**config.mk**
```make
export PLATFORM = sky130hd
export DESIGN_NAME = promotion_ctrl
export DESIGN_NICKNAME = d
export VERILOG_FILES = /design/src/rtl/promotion_ctrl.sv
export SDC_FILE = /design/constraint.sdc
export NUM_CORES = 1
export LEC_CHECK = 0
export ABC_AREA = 1
export CAP_MARGIN = 0
export CORE_UTILIZATION = 30
export CTS_BUF_LIST = sky130_fd_sc_hd__clkbuf_8
export DETAILED_ROUTE_END_ITERATION = 8
export PLACE_DENSITY = 0.56
export SYNTH_ARGS = -nofsm -noshare
export SYNTH_HDL_FRONTEND = slang
export SYNTH_SLANG_ARGS = --single-unit
```
**constraint.sdc**
```tcl
create_clock -name vga_clk -period 2.2 [get_ports vga_clk]
set_clock_uncertainty 0.2 [all_clocks]
set_input_delay 0.33 -clock vga_clk [delete_from_list [all_inputs] [get_ports vga_clk]]
set_output_delay 0.33 -clock vga_clk [all_outputs]
set_load 0.01 [all_outputs]
```
**src/rtl/promotion_ctrl.sv**
```systemverilog
// Pawn promotion sequencer for one colour's pawn sprites.
// A pawn that reaches the last rank opens a key-driven piece selection.
// Game moves are held while the selection is open. A per-pawn table of
// promotion codes feeds the sprite drawer. The table the drawer sees is
// only updated on a vsync falling edge, so a sprite never tears mid-frame.
module promotion_ctrl #(
   parameter int         NUM_PAWNS     = 8,
   parameter logic [2:0] DEFAULT_PIECE = 3'd1,
   localparam int        IDX_W         = $clog2(NUM_PAWNS)
) (
   input  logic             vga_clk,
   input  logic             reset_n,
   input  logic             new_game,
   input  logic             vs,
   input  logic             pawn_arrive,
   input  logic [IDX_W-1:0] arrive_idx,
   input  logic             key_next,
   input  logic             key_prev,
   input  logic             key_confirm,
   input  logic [IDX_W-1:0] draw_idx,
   output logic [2:0]       promotion,
   output logic             hold,
   output logic             done,
   output logic             arrive_drop
);

   typedef enum logic [1:0] {IDLE, SELECT, WAIT_FRAME} state_t;

   state_t           state, state_nxt;
   logic [2:0]       wtab [NUM_PAWNS];
   logic [2:0]       dtab [NUM_PAWNS];
   logic [2:0]       cand;
   logic [IDX_W-1:0] pidx;
   logic             key_next_q, key_prev_q, key_confirm_q, vs_q;
   logic             e_next, e_prev, e_confirm, fb;
   logic             arrive_ok, accept, commit, finish, drop;

   // Candidate ring, forward direction: queen, knight, rook, bishop, queen.
   function automatic logic [2:0] next_piece(input logic [2:0] c);
      case (c)
         3'd1:    next_piece = 3'd2;
         3'd2:    next_piece = 3'd3;
         3'd3:    next_piece = 3'd4;
         default: next_piece = 3'd1;
      endcase
   endfunction

   // Candidate ring, reverse direction.
   function automatic logic [2:0] prev_piece(input logic [2:0] c);
      case (c)
         3'd1:    prev_piece = 3'd4;
         3'd4:    prev_piece = 3'd3;
         3'd3:    prev_piece = 3'd2;
         default: prev_piece = 3'd1;
      endcase
   endfunction

   assign e_next    = key_next    & ~key_next_q;
   assign e_prev    = key_prev    & ~key_prev_q;
   assign e_confirm = key_confirm & ~key_confirm_q;
   assign fb        = vs_q & ~vs;
   assign arrive_ok = (32'(arrive_idx) < NUM_PAWNS) && (wtab[arrive_idx] == 3'd0);
   assign hold      = (state != IDLE);

   // State register.
   always_ff @(posedge vga_clk or negedge reset_n) begin
      if (!reset_n) state <= IDLE;
      else          state <= state_nxt;
   end

   // Next-state logic and single-cycle control strobes; new_game overrides everything.
   always_comb begin
      state_nxt = state;
      accept    = 1'b0;
      commit    = 1'b0;
      finish    = 1'b0;
      drop      = 1'b0;
      case (state)
         IDLE: begin
            if (pawn_arrive) begin
               if (arrive_ok) begin
                  accept    = 1'b1;
                  state_nxt = SELECT;
               end else begin
                  drop = 1'b1;
               end
            end
         end
         SELECT: begin
            drop = pawn_arrive;
            if (e_confirm) begin
               commit    = 1'b1;
               state_nxt = WAIT_FRAME;
            end
         end
         WAIT_FRAME: begin
            drop = pawn_arrive;
            if (fb) begin
               finish    = 1'b1;
               state_nxt = IDLE;
            end
         end
         default: state_nxt = IDLE;
      endcase
      if (new_game) begin
         state_nxt = IDLE;
         accept    = 1'b0;
         commit    = 1'b0;
         finish    = 1'b0;
         drop      = 1'b0;
      end
   end

   // Key and vsync history; kept across new_game so a held key does not re-fire.
   always_ff @(posedge vga_clk or negedge reset_n) begin
      if (!reset_n) begin
         key_next_q    <= 1'b0;
         key_prev_q    <= 1'b0;
         key_confirm_q <= 1'b0;
         vs_q          <= 1'b1;
      end else begin
         key_next_q    <= key_next;
         key_prev_q    <= key_prev;
         key_confirm_q <= key_confirm;
         vs_q          <= vs;
      end
   end

   // Candidate piece and the pawn being promoted; confirm freezes the candidate.
   always_ff @(posedge vga_clk or negedge reset_n) begin
      if (!reset_n) begin
         cand <= DEFAULT_PIECE;
         pidx <= '0;
      end else if (new_game) begin
         cand <= DEFAULT_PIECE;
      end else if (accept) begin
         cand <= DEFAULT_PIECE;
         pidx <= arrive_idx;
      end else if (state == SELECT && !e_confirm) begin
         if (e_next && !e_prev)      cand <= next_piece(cand);
         else if (e_prev && !e_next) cand <= prev_piece(cand);
      end
   end

   // Working table takes the confirmed choice; displayed table follows it at frame boundaries,
   // with the open selection previewed on top.
   always_ff @(posedge vga_clk or negedge reset_n) begin
      if (!reset_n) begin
         for (int i = 0; i < NUM_PAWNS; i++) begin
            wtab[i] <= 3'd0;
            dtab[i] <= 3'd0;
         end
      end else if (new_game) begin
         for (int i = 0; i < NUM_PAWNS; i++) begin
            wtab[i] <= 3'd0;
            dtab[i] <= 3'd0;
         end
      end else begin
         if (commit) wtab[pidx] <= cand;
         if (fb) begin
            for (int i = 0; i < NUM_PAWNS; i++) dtab[i] <= wtab[i];
            if (state == SELECT) dtab[pidx] <= cand;
         end
      end
   end

   // Registered status pulses.
   always_ff @(posedge vga_clk or negedge reset_n) begin
      if (!reset_n) begin
         done        <= 1'b0;
         arrive_drop <= 1'b0;
      end else begin
         done        <= finish;
         arrive_drop <= drop;
      end
   end

   // Drawer lookup; indices beyond the tracked pawns read as a plain pawn.
   always_comb begin
      promotion = 3'd0;
      if (32'(draw_idx) < NUM_PAWNS) promotion = dtab[draw_idx];
   end

endmodule

```
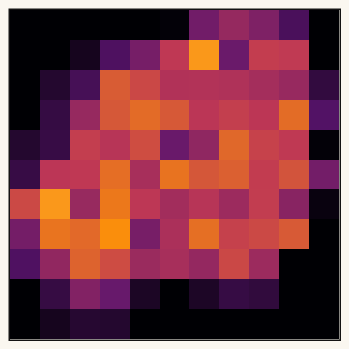
Fig. 1. Cell density map (run 1).
(3 px per µm) The die is cut into 11 by 11 equal tiles; black is low, pale yellow is high, 0 to 100% covered.
emptiest ninth of the die = upper left
densest ninth of the die = centre
tiles over 75% full = 2.5%
mean over tiles = 32%
nearly empty tiles = 23%
core outline area: 11400 µm²
fraction of the core area covered by cells at the end of the flow: 0.358
Initial Utilization: 0.307

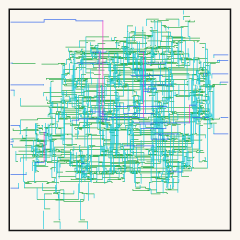
Fig. 2. Metal layers overlaid (run 1).
(2 px per µm)
metal 3 -> blue  # wire length 399 µm
metal 2 -> cyan  # wire length 4190 µm
metal 1 -> green  # wire length 4910 µm
metal 4 -> magenta  # wire length 139 µm
aggregate global-route resource usage: 0.172
number of vias in the routed layout: 3216
final routed wirelength across all metal layers: 9.64 mm

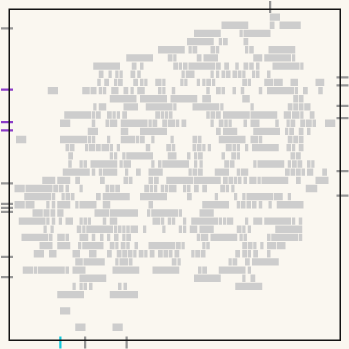
Fig. 3. Ports around the boundary (run 1).
(3 px per µm) Pins as bars across the die edge, other pins in grey.
`arrive_idx` -> purple  # pins 3, direction input, edge left
`key_prev` -> cyan  # pins 1, direction input, edge bottom
all pins by edge = 10 left, 6 right, 3 bottom, 1 top
Die Y-Extent: 110 µm
die extent in x: 110 µm
count of buffers inserted at the top-level ports: 19

## run 1: power groups by stage
stage	logic (mW)	registers (mW)	clock network (mW)
global placement	1.30	1.49	0
finish	1.34	1.47	0.886
detailed placement	1.32	1.49	0
floorplan	0.947	1.44	0
global route	1.51	1.50	0.962
CTS	1.34	1.46	0.906
## run 1: cell type report
class | instances | area (µm²) | area share
timing repair buffer | 36 | 339 | 0.0834
multi-input combinational | 324 | 1590 | 0.391
clock inverter | 6 | 30.0 | 0.00739
tap | 143 | 179 | 0.0440
inverter | 62 | 235 | 0.0579
sequential | 62 | 1550 | 0.382
clock buffer | 10 | 138 | 0.0339
## run 1: timing repair
action,in CTS,in global routing
hold buffers,1,0
hold endpoints to repair,60,0
gates cloned,0,1
resized,10,8
setup endpoints to repair,4,3
setup buffers,1,1
==> results.tsv, run 1 <==
metric	value	unit
outcome	completed	
tightestPinTransition	0.484	ns
final_common_cell	sky130_fd_sc_hd__nand2_1	
critical_path_peak_fanout	4	
m2_gr_usage	0.252	
timing.critical_path.to	hold	
ys_sh_adder	0.0215	
layout.nets	515	
grt_use_met3	0.0267	
internal_power	2.19	mW
timing.critical_path.from	state[1]	
finalSetupViolations	0	
final_layout_size_suffix_gt1_frac	0.0960	
max_cap_violations	0	
drt_drc_violations_left	0	
grt_most_used_layer	met1	
reg2reg_to	state[1]	
clock_tree.htree_level_count	3	
syn-cell-area	3490	µm²
crit_chain	inv_1 > ha_1 > inv_2 > dlygate4sd2_1	
yosysChipArea	3490	µm²
yosys_register_bits	62	
cts_bufs_inserted	9	
worst-setup-path-type	reg2out	
stdcell_area	4070	µm²
filler_cell_count	1206	
yosys_most_used_dff	sky130_fd_sc_hd__dfrtp_1	
grt_antenna_before_repair	0	
vias_in_the_first_global_route	2901	
synth_async_sr_flop_share	1.00	
unrepaired_setup_endpoints_after_global_routing	false	
met3_length	398	µm
switching_power_as_a_share_of_total_power	0.407	
power.combinational.fraction	0.362	
place.gp.congestion	0.790	
post_synth_and_or_nand_nor_area_fraction	0.252	
pin_count	20	
wire_length_of_the_first_global_routing_pass	15.5	mm
std_cell_rows	39	
layout_top_cells_excl_fill_tap	80 x sky130_fd_sc_hd__nand2_1, 76 x sky130_fd_sc_hd__nor2_1, 60 x sky130_fd_sc_hd__dfrtp_1	
detailedRoute.firstPassIterationCount	7	
finalWorstSetupSlack	0.184	ns
p_leak	1.80	nW
power_per_cell_area	909	nW/µm²
regToRegSetupSlack	0.34	ns
dr_wl_met2	4.19	mm
post_drt_wl_per_cell	15.0	µm
clk_tree_root_cell	sky130_fd_sc_hd__clkbuf_8	
synthCells	471	
endpoint_kind	primary output	
topCombFamilyByArea	simple AND/OR/NAND/NOR gates	
dp_hpwl	6.38	mm
clock-sinks	62	
cpPeakStageDelay	0.41	ns
hold_end	vs_q	
gr-usage-met1	0.256	
vias_per_cell	5.00	
timing.final.hold_violations	0	
critPathArrivalTime	1.49	ns
clock_tree.buffer_depth	2	
synth-seq-area-share	0.446	
synth_top_cell_by_count	sky130_fd_sc_hd__nand2_1	
pin_count_of_the_biggest_net_entering_global_routing	63	
globalRouteOverflowTotal	0	
common_cells	80 x sky130_fd_sc_hd__nand2_1, 76 x sky130_fd_sc_hd__nor2_1, 60 x sky130_fd_sc_hd__dfrtp_1	
drt_iter0_markers	275	
synth.largest_area_cell	sky130_fd_sc_hd__dfrtp_1	
enable_flop_cells	0	
cts_tree	done	
required	1.67	ns
final_cell_count_no_fill	643	
drtAntennaViolNets	0	
ys.warnings.count	0	
hold_slack	0.226	ns
dp_cells	623	
cpMaxStageDelayCell	sky130_fd_sc_hd__dfrtp_1	
mappedNetlistNets	491	
critical_path.top_delay_family	buffers and inverters	
chip_area	12100	µm²
postPlaceCellArea	3880	µm²
xor_share	0	
top_cells_by_area	sky130_fd_sc_hd__dfrtp_1 43%, sky130_fd_sc_hd__nand2_1 8.6%, sky130_fd_sc_hd__o21ai_0 8.2%, sky130_fd_sc_hd__nor2_1 8.2%, sky130_fd_sc_hd__inv_1 6.4%	
yosys_cells	471	
synth.top_cell.area_share	0.431	
timing.hold.worst.start	vs	
worst_ir_drop_vdd	397	µV
clk_pin_slew	0.08	ns
syn-mean-instance-area	7.40	µm²
min_delay_worst_type	in2reg	
mux_area_frac	0	
critPathBufInv	3	
top_layer	met4	
power.sequential.fraction	0.398	
compound_area_frac	0.182	
net-switching-power	1.50	mW
rr_worst_depth	9	
fmax	0.496	GHz
routedLengthMet1	4.91	mm
synthDistinctLibCells	30	
p_clk_frac	0.240	
timing.critical_path.depth	4	
layout_worst_path_cycle_share	0.916	
rr_startpoint	state[1]	
antennaDiodeCount	0	
top_regs	dtab (24), wtab (24)	
openroad.warnings	31	
power_total	3.70	mW
area_delta_synth_final	16.6	%
minimum_clock_period_after_layout	2.02	ns
tns	0	ns
timing.critical_path.from_type	flip-flop	
min_delay_path_depth	1	
worstSkewPairLatency	0.34	ns
place_ws	-0.321	ns
max_slew_margin	0.677	
report.final.slew_viol_count	0	
## Run 2: what changed since run 1
--- a/config.mk
+++ b/config.mk
@@ -10,6 +10,7 @@
 export CORE_UTILIZATION = 30
 export CTS_BUF_LIST = sky130_fd_sc_hd__clkbuf_8
 export DETAILED_ROUTE_END_ITERATION = 8
+export GPL_ROUTABILITY_DRIVEN = 0
 export PLACE_DENSITY = 0.56
 export SYNTH_ARGS = -nofsm -noshare
 export SYNTH_HDL_FRONTEND = slang
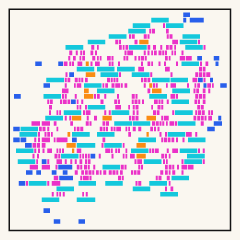
Fig. 4. Cells coloured by class (run 2).
(2 px per µm)
clock drivers and dummy loads -> orange  # cells 16
remaining buffers and delay cells -> blue  # cells 36
combinational and other logic -> magenta  # cells 386
sequential cells -> cyan  # cells 62
Row Count: 39
flop share of the area: 0.382
post-route cell area: 4070 µm²

==> run 2 against run 1 <==
Effect of this change: global-route usage is the same; sequential share of layout area is the same; wire length did not move; hold slack did not move; core utilization did not move; total power unchanged; critical path depth unchanged; design area unchanged; combinational power is essentially flat; critical path type unchanged; largest power group unchanged; highest routed layer unchanged.
==> results.tsv, run 2 <==
metric	value	unit	change
timing.final.hold_violations	0		unchanged
cts_tree	done		
drt_iter0_markers	275		unchanged
hold_end	vs_q		
hold_slack	0.226	ns	unchanged
min_delay_path_depth	1		unchanged
synth_top_cell_by_count	sky130_fd_sc_hd__nand2_1		
pin_count	20		unchanged
timing.critical_path.from	state[1]		
regToRegSetupSlack	0.34	ns	about the same
synthCells	471		unchanged
m2_gr_usage	0.252		unchanged
area_delta_synth_final	16.6	%	unchanged
clk_tree_root_cell	sky130_fd_sc_hd__clkbuf_8		
ys.warnings.count	0		unchanged
timing.critical_path.from_type	flip-flop		
switching_power_as_a_share_of_total_power	0.407		unchanged
reg2reg_to	state[1]		
outcome	completed		
min_delay_worst_type	in2reg		
met3_length	398	µm	unchanged
power-top-group	sequential cells		
globalRouteOverflowTotal	0		unchanged
vias	3216		unchanged
chipWidth	110	µm	unchanged
synthDistinctLibCells	30		unchanged
layout_worst_path_cycle_share	0.916		unchanged
clk_pin_slew	0.08	ns	about the same
finalSetupViolations	0		unchanged
clock_tree.htree_level_count	3		unchanged
power_per_cell_area	909	nW/µm²	unchanged
layout_top_cells_excl_fill_tap	80 x sky130_fd_sc_hd__nand2_1, 76 x sky130_fd_sc_hd__nor2_1, 60 x sky130_fd_sc_hd__dfrtp_1		
yosys_most_used_dff	sky130_fd_sc_hd__dfrtp_1		
floorplan.initialDensity	0.307		unchanged
timing.critical_path.depth	4		unchanged
drtAntennaViolNets	0		unchanged
p_seq	1.47	mW	about the same
max_slew_margin	0.677		unchanged
internal_power	2.19	mW	unchanged
pin_count_of_the_biggest_net_entering_global_routing	63		unchanged
fmax	0.496	GHz	unchanged
unrepaired_setup_endpoints_after_global_routing	false		
enable_flop_cells	0		unchanged
syn-cell-area	3490	µm²	unchanged
power.sequential.fraction	0.398		about the same
final_layout_size_suffix_gt1_frac	0.0960		unchanged
yosys_register_bits	62		unchanged
final_common_cell	sky130_fd_sc_hd__nand2_1		
chip_area	12100	µm²	unchanged
openroad.warnings	31		unchanged
clock_tree.buffer_depth	2		unchanged
tns	0	ns	unchanged
antennaDiodeCount	0		unchanged
grt_use_met3	0.0267		unchanged
top_regs	dtab (24), wtab (24)		
p_leak	1.80	nW	unchanged
gr-usage-met1	0.256		unchanged
layout.nets	515		unchanged
filler_cell_count	1206		unchanged
finish.utilization	0.358		unchanged
critPathBufInv	3		unchanged
postPlaceCellArea	3880	µm²	unchanged
worstSkewPairLatency	0.34	ns	about the same
dp_hpwl	6.38	mm	unchanged
cpPeakStageDelay	0.41	ns	about the same
p_clk_frac	0.240		about the same
wire_length_of_the_first_global_routing_pass	15.5	mm	unchanged
placeableCoreArea	11400	µm²	unchanged
synth_async_sr_flop_share	1.00		unchanged
max_cap_violations	0		unchanged
power.combinational.fraction	0.362		about the same
grt_most_used_layer	met1		
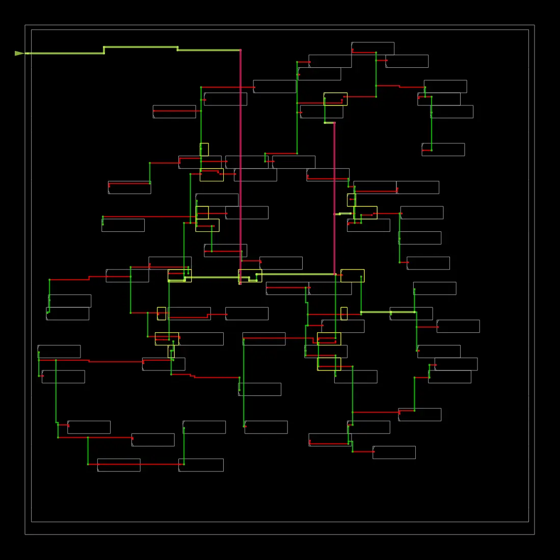
Fig. 5. Clock nets (run 2).
sinks on the clock net: 62
number of flip-flops and latches: 62
clock buf count: 10
reported clock group power: 0.886 mW

run 2: repair_timing:
item | in CTS | in global routing
cloned | 0 | 1
setup buffers | 1 | 1
setup endpoints to repair | 4 | 3
hold buffers | 1 | 0
endpoints found under the hold margin | 60 | 0
resized | 10 | 8
run 2: cells by family (layout without fill, tap and decap cells):
kind of cell               count (synthesis)  after routing  share of synthesized area
DFF                                       62             62                      0.446
AOI/OAI and AO/OA                        109            109                      0.182
adders and majority gates                  6              6                     0.0215
buffers and inverters                     85            114                     0.0994
and+or+nand+nor                          209            209                      0.252
run 2: layout make-up:
class	instances	area [µm²]	area share
Clock buffer	10	138	0.0339
Sequential cell	62	1550	0.382
Inverter	62	235	0.0579
Multi-Input combinational cell	324	1590	0.391
Timing Repair Buffer	36	339	0.0834
Tap cell	143	179	0.0440
Clock inverter	6	30.0	0.00739
No activity file was given, so power comes from the tool's default toggle rates.
